Fig. 1: run 1, where the registers sit
Scale bar: 50 um. Other sequential cells in the stronger grey, the rest of the logic in the fainter grey.
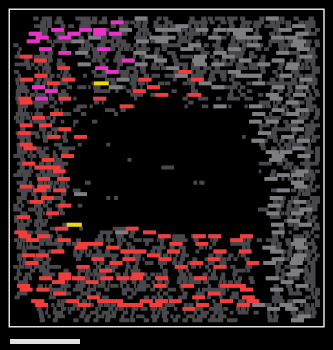
Fig. 2: run 1, track usage over the die
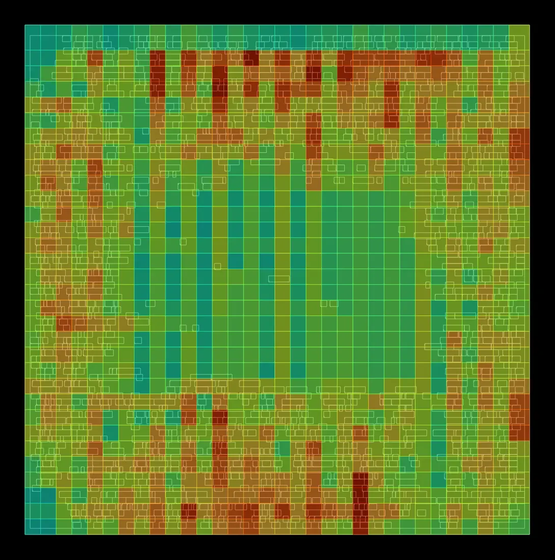
Fig. 3: run 1, metal 2
Scale bar: 50 um.
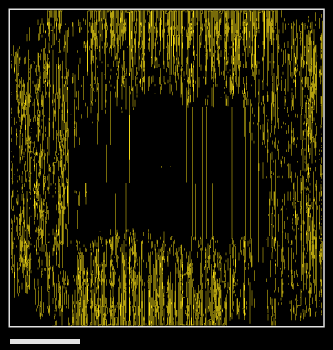
## src/rtl/mem_refill.sv

```systemverilog
// mem_refill: cache line refill/writeback engine with ID-matched responses; optional watchdog via MEM_REFILL_TIMEOUT_EN
module mem_refill #(
  parameter int PA_WIDTH       = 20,
  parameter int LINE_BYTES     = 16,
  parameter int ID_WIDTH       = 2,
  parameter int TIMEOUT_CYCLES = 64
) (
  input  logic                    clk,
  input  logic                    rst,
  input  logic                    i_req_valid,
  input  logic [PA_WIDTH-1:0]     i_req_addr,
  input  logic                    i_req_write,
  input  logic [LINE_BYTES*8-1:0] i_req_data,
  output logic                    o_req_ready,
  output logic                    o_mem_enable,
  output logic                    o_mem_write,
  output logic [PA_WIDTH-1:0]     o_mem_addr,
  output logic [LINE_BYTES*8-1:0] o_mem_data,
  input  logic                    i_mem_in_use,
  input  logic                    i_mem_full,
  input  logic [ID_WIDTH-1:0]     i_mem_id_request,
  input  logic                    i_mem_enable,
  input  logic [ID_WIDTH-1:0]     i_mem_id_response,
  input  logic [LINE_BYTES*8-1:0] i_mem_data,
  output logic                    o_mem_ack,
  output logic                    o_rsp_valid,
  output logic                    o_rsp_error,
  output logic [LINE_BYTES*8-1:0] o_rsp_data
);
  localparam int LW = LINE_BYTES * 8;
  typedef enum logic [1:0] {IDLE, ISSUE, WAIT, DONE} state_t;
  state_t state, state_n;
  logic [PA_WIDTH-1:0] addr_q;
  logic                write_q;
  logic [LW-1:0]       wdata_q, line_q;
  logic [ID_WIDTH-1:0] my_id;
  logic                grant, match, timeout;
  assign grant = state == ISSUE && !i_mem_in_use && !i_mem_full;
  assign match = state == WAIT && i_mem_enable && i_mem_id_response == my_id;
`ifdef MEM_REFILL_TIMEOUT_EN
  localparam int CW = $clog2(TIMEOUT_CYCLES + 1);
  logic [CW-1:0] cnt;
  logic          err_q;
  // watchdog counts WAIT cycles from zero; a match on the expiry cycle wins
  always_ff @(posedge clk or negedge rst)
    if (!rst) cnt <= '0;
    else if (grant) cnt <= '0;
    else if (state == WAIT) cnt <= cnt + 1'b1;
  assign timeout = state == WAIT && !match && cnt == CW'(TIMEOUT_CYCLES - 1);
  // error flag is only ever set on the WAIT->DONE timeout edge, so it lives for the DONE cycle
  always_ff @(posedge clk or negedge rst)
    if (!rst) err_q <= 1'b0;
    else err_q <= timeout;
  assign o_rsp_error = state == DONE && err_q;
`else
  assign timeout     = 1'b0;
  assign o_rsp_error = TIMEOUT_CYCLES < 0;
`endif
  // state register
  always_ff @(posedge clk or negedge rst)
    if (!rst) state <= IDLE;
    else state <= state_n;
  // next-state logic
  always_comb begin
    state_n = state;
    case (state)
      IDLE:    state_n = i_req_valid ? ISSUE : IDLE;
      ISSUE:   state_n = grant ? WAIT : ISSUE;
      WAIT:    state_n = (match || timeout) ? DONE : WAIT;
      default: state_n = IDLE;
    endcase
  end
  // capture the request only while idle; anything offered later is dropped
  always_ff @(posedge clk or negedge rst)
    if (!rst) begin
      addr_q  <= '0;
      write_q <= 1'b0;
      wdata_q <= '0;
    end else if (state == IDLE && i_req_valid) begin
      addr_q  <= i_req_addr;
      write_q <= i_req_write;
      wdata_q <= i_req_data;
    end
  // grant records our ID and clears the result line, which a timeout leaves at zero
  always_ff @(posedge clk or negedge rst)
    if (!rst) begin
      my_id  <= '0;
      line_q <= '0;
    end else if (grant) begin
      my_id  <= i_mem_id_request;
      line_q <= '0;
    end else if (match) line_q <= write_q ? '0 : i_mem_data;
  assign o_req_ready  = state == IDLE;
  assign o_mem_enable = state == ISSUE;
  assign o_mem_write  = state == ISSUE && write_q;
  assign o_mem_addr   = state == ISSUE ? addr_q : '0;
  assign o_mem_data   = state == ISSUE ? wdata_q : '0;
  assign o_mem_ack    = match;
  assign o_rsp_valid  = state == DONE;
  assign o_rsp_data   = state == DONE ? line_q : '0;
endmodule

```

## config.mk

```make
export PLATFORM = sky130hd
export DESIGN_NAME = mem_refill
export DESIGN_NICKNAME = d
export VERILOG_FILES = /design/src/rtl/mem_refill.sv
export SDC_FILE = /design/constraint.sdc
export NUM_CORES = 1
export LEC_CHECK = 0
export ABC_AREA = 0
export CAP_MARGIN = 10
export CORE_AREA = 2 2 221 223
export DETAILED_ROUTE_END_ITERATION = 6
export DIE_AREA = 0 0 223 225
export GPL_ROUTABILITY_DRIVEN = 1
export PLACE_DENSITY = 0.63
export SLEW_MARGIN = 0
export SYNTH_ARGS = -nofsm -noshare
export SYNTH_HDL_FRONTEND = slang
export SYNTH_SLANG_ARGS = --single-unit
```

## constraint.sdc

```tcl
create_clock -name clk -period 5.5 [get_ports clk]
set_input_delay 1.375 -clock clk [delete_from_list [all_inputs] [get_ports clk]]
set_output_delay 1.375 -clock clk [all_outputs]
set_load 0.01 [all_outputs]
```

==> results_dict.tcl, run 1 <==
# metrics dict for downstream scripts
set metrics [dict create \
    signal_buffers 584 \
    ant_nets 0 \
    status "finished clean" \
    min_to "wdata_q[40]" \
    clk_latency_ns 0.54 \
    stage_log_warnings 34 \
    hold_buffers 0 \
    io_pins 569 \
    grt.busiest_layer "met2" \
    path_depth 5 \
    ys_async_sr_fraction_pct 100 \
    path_common_cell "clkdlybuf4s50_1" \
    design_area_um2 21000 \
    tritoncts "built" \
    crit_slowest_cell "clkdlybuf4s50_1" \
    flops 281 \
    synthCells 1224 \
    clkPwrFrac_pct 22.2 \
    die_w_um 223 \
    p_leak_nw 9.27 \
    gp_congestion 0.786 \
    die_y_um 225 \
]
Back to the opening pictures, Fig. 1:
| netlist name | colour | sequential cells |
|---|---|---|
| `addr_q` | magenta | 20 |
| `line_q` | red | 128 |
| `state` | yellow | 2 |
Final Core Density: 44.1%
FF/Latch Area: 7040 um^2

Back to the opening pictures, Fig. 2:
met3 GRT Util: 5.89%
GRT Total Usage: 17.9%

Back to the opening pictures, Fig. 3:
nets with wire on the layer: 1756
wire length on this layer: 22.6 mm
longest straight run: 113 um

[run 1: placed cells by master (no fill, tap or decap)]
cell and count:
buf_4 13, inv_4 1, conb_1 1, mux2i_1 128
o21ai_1 1, nor2b_4 1, and2_1 150, or4b_4 1
and2_4 1, o21ai_0 1, and3_1 128, nand2_1 129
buf_12 4, mux2_1 149, diode_2 3, mux2_4 2
bufinv_16 1, clkbuf_1 15, clkdlybuf4s50_1 566, clkbuf_16 37
dfrtp_4 2, dfrtp_1 278, nand2b_1 56, nand3b_1 73
clkinv_2 3, clkbuf_8 5, buf_8 1, nand3_1 1
inv_1 1, nor2_1 1, xor2_1 2, dfrtp_2 1
or3_4 1
[run 1: metal layers]
metal	vias up	wire, um
met3	73	3500
met1	5331	18800
met4	12	1210
met5	-	78
li1	5126	-
met2	364	22600
==> run 2: changes to the inputs <==
Settings changed: CORE_AREA 2 2 221 223 to 2 2 219 221, DIE_AREA 0 0 223 225 to 0 0 221 223, PLACE_DENSITY 0.63 to 0.66.
Clock period 5.5 ns to 4 ns, I/O delays scaled along.
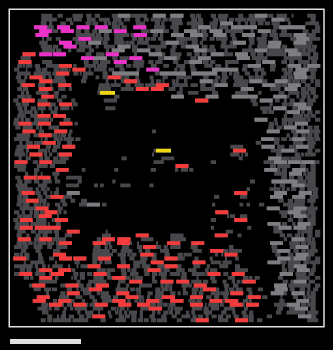
Fig. 4. Where the registers sit (run 2).
Scale bar: 50 um. Other sequential cells in the stronger grey, the rest of the logic in the fainter grey.
| netlist name | colour | sequential cells |
|---|---|---|
| `line_q` | red | 128 |
| `addr_q` | magenta | 20 |
| `state` | yellow | 2 |
Final Core Density: 44.8%
Seq power: 0.00483 W
flop share of the area: 33.3%

==> results_dict.tcl, run 2 <==
# metrics dict for downstream scripts
set metrics [dict create \
    p_clk_w 0.00325 \
    ys_async_sr_fraction_pct 100 \
    path_depth 5 \
    clk_latency_ns 0.54 \
    crit_slowest_cell "clkdlybuf4s50_1" \
    die_y_um 223 \
    hold_buffers 0 \
    stage_log_warnings 30 \
    r2r-start "state[1]" \
    wl_met2_um 22100 \
    tritoncts "built" \
    fp_util_pct 29.4 \
    nonClkBufAreaFrac_pct 28.1 \
    met3_length_um 3010 \
    p_leak_nw 9.34 \
    flops 281 \
    gp_congestion 0.773 \
    status "finished clean" \
    lay_top_cells "clkdlybuf4s50_1 (566), dfrtp_1 (278), and2_1 (150)" \
    grtUsageTotal_pct 17.9 \
    synthCells 1224 \
    io_pins 569 \
    worstSetupStartpointType "input pin" \
    clkPwrFrac_pct 23.1 \
    top_cell "dfrtp_1" \
    met1_length_um 18800 \
    seqCellArea_um2 7040 \
    met3_usage_pct 5.66 \
    worstReg2RegEnd "line_q[56]" \
    die_w_um 221 \
    signal_buffers 585 \
    ant_nets 0 \
]
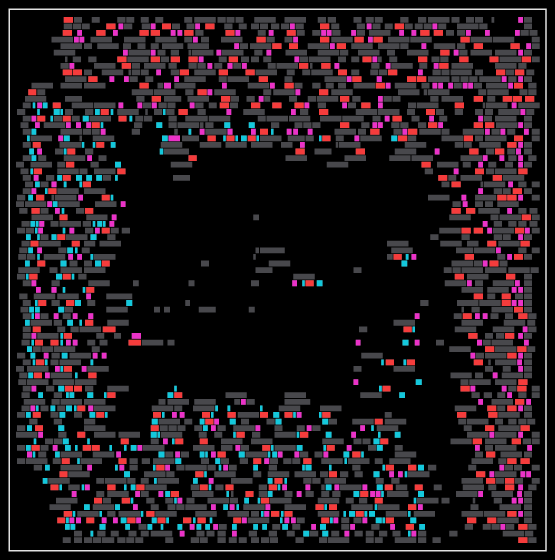
Fig. 5. Selected gate families (run 2).
| family | colour | cells | where |
|---|---|---|---|
| and/or cells | magenta | 281 | all over the die |
| nand cells | cyan | 259 | all over the die |
| mux cells | red | 279 | all over the die |
tally of non-filler cells in the final layout: 2375
Commonest Layout Cell: clkdlybuf4s50_1
Comb/total area: 29.3%

==> run 2: netlist changes by cell type in the layout (fill, tap and decap cells not counted), sizes merged <==
| cell | delta |
|---|---|
| diode | -3 |
| bufinv | +1 |
| clkinv | +1 |
| clkinvlp | +1 |
| buf | +1 |
| inv | +2 |
==> run 2: metrics by stage <==
stage | cells | worst slack, ns | power, W | area [um^2] | util [%]
after global placement | 2309 | 0.170 | 0.0108 | 19900 | 42.3
after floorplan | 1224 | 1.04 | 0.00802 | 13900 | -
after CTS | 2375 | 0.177 | 0.0143 | 21100 | 44.8
after global routing | 2375 | 0.164 | 0.0150 | 21100 | 44.8
after detailed placement | 2309 | 0.136 | 0.0110 | 19900 | 42.3
final | 2375 | 0.256 | 0.0141 | 21100 | 44.8
==> run 3: changes to the inputs <==
Settings changed: CORE_AREA 2 2 219 221 to unset, CORE_MARGIN set to 2, CORE_UTILIZATION set to 29, DIE_AREA 0 0 221 223 to unset, PLACE_DENSITY 0.66 to 0.65.
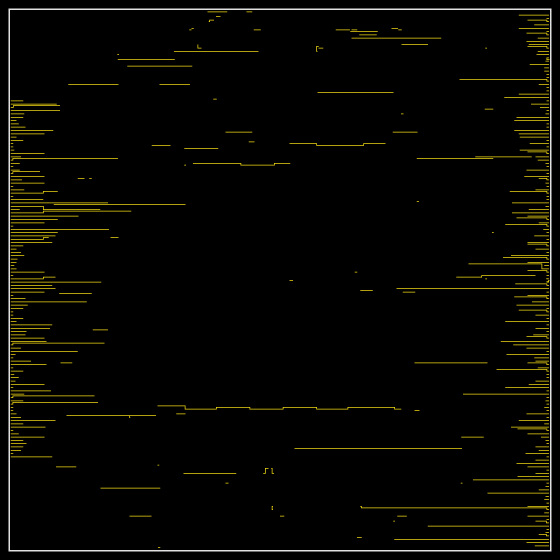
Fig. 6. Signal wires on met3 (run 3).
longest straight run: 76.6 um
nets with wire on the layer: 305
share of all routed wire: 7.5%
wire length on this layer: 3420 um
Routed WL: 45700 um
met3 GRT Util: 6.04%
vias post-DR: 11011

==> results_dict.tcl, run 3 <==
# metrics dict for downstream scripts
set metrics [dict create \
    status "finished clean" \
    nonClkBufAreaFrac_pct 28.4 \
    ant_nets 0 \
    clkPwrFrac_pct 21.6 \
    min_to "wdata_q[126]" \
    flops 281 \
    io_pins 569 \
    worstReg2RegEnd "line_q[101]" \
    fp_util_pct 29.2 \
    placed_cell_area_um2 20000 \
    tritoncts "built" \
    worstSetupStartpointType "flop" \
    seq_power_w 0.00483 \
    lay_top_count "clkdlybuf4s50_1" \
    seqCellArea_um2 7040 \
    die_w_um 223 \
    place_inst 2318 \
    stage_log_warnings 29 \
    comb_share_pct 29.4 \
    seq-cell-share_pct 33.4 \
    fin_cells 2378 \
    hold_buffers 0 \
]
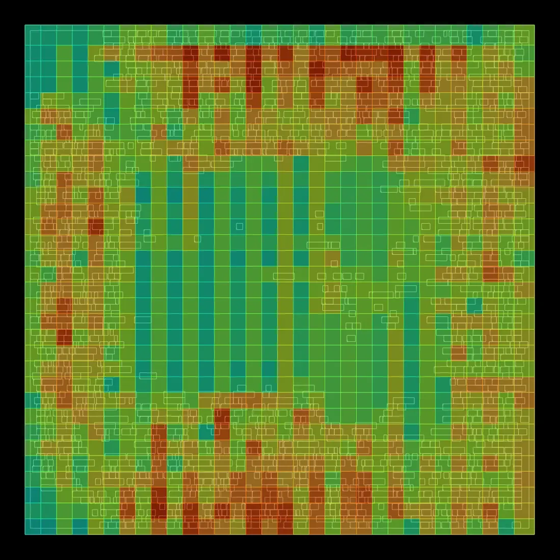
Fig. 7. Track usage over the die (run 3).
DR WL/cell: 19.2 um
grt peak-use layer: met2
GRT Total Usage: 17.9%
routing usage on met1: 21.6%
Final Core Density: 44.4%

## run 3: worst max-delay path, stage by stage (launching register included)
cell             delay [ns]
dfrtp_4                0.63
nor2b_4                0.57
buf_12                 0.28
and2_1                 0.18
clkdlybuf4s50_1        0.57
## run 3: cell families (layout without fill, tap and decap cells)
family / Yosys count / count (layout) / share of synthesized area [%]
AND/OR/NAND/NOR: 542 / 542 / 22.8
flip-flops: 281 / 281 / 50.7
multiplexers: 279 / 279 / 21.5
buffers and inverters: 117 / 653 / 4.80
AND-OR/OR-AND: 2 / 2 / 0.0721
XOR/XNOR: 2 / 2 / 0.126
other: 1 / 4 / 0.0270
## run 3: routing by layer
metal	vias to the layer above	share of wire [%]
li1	5139	-
met1	5422	41
met2	377	49
met3	67	7.5
met4	6	2.2
met5	-	0.081
Power and IR drop assume default switching activity.
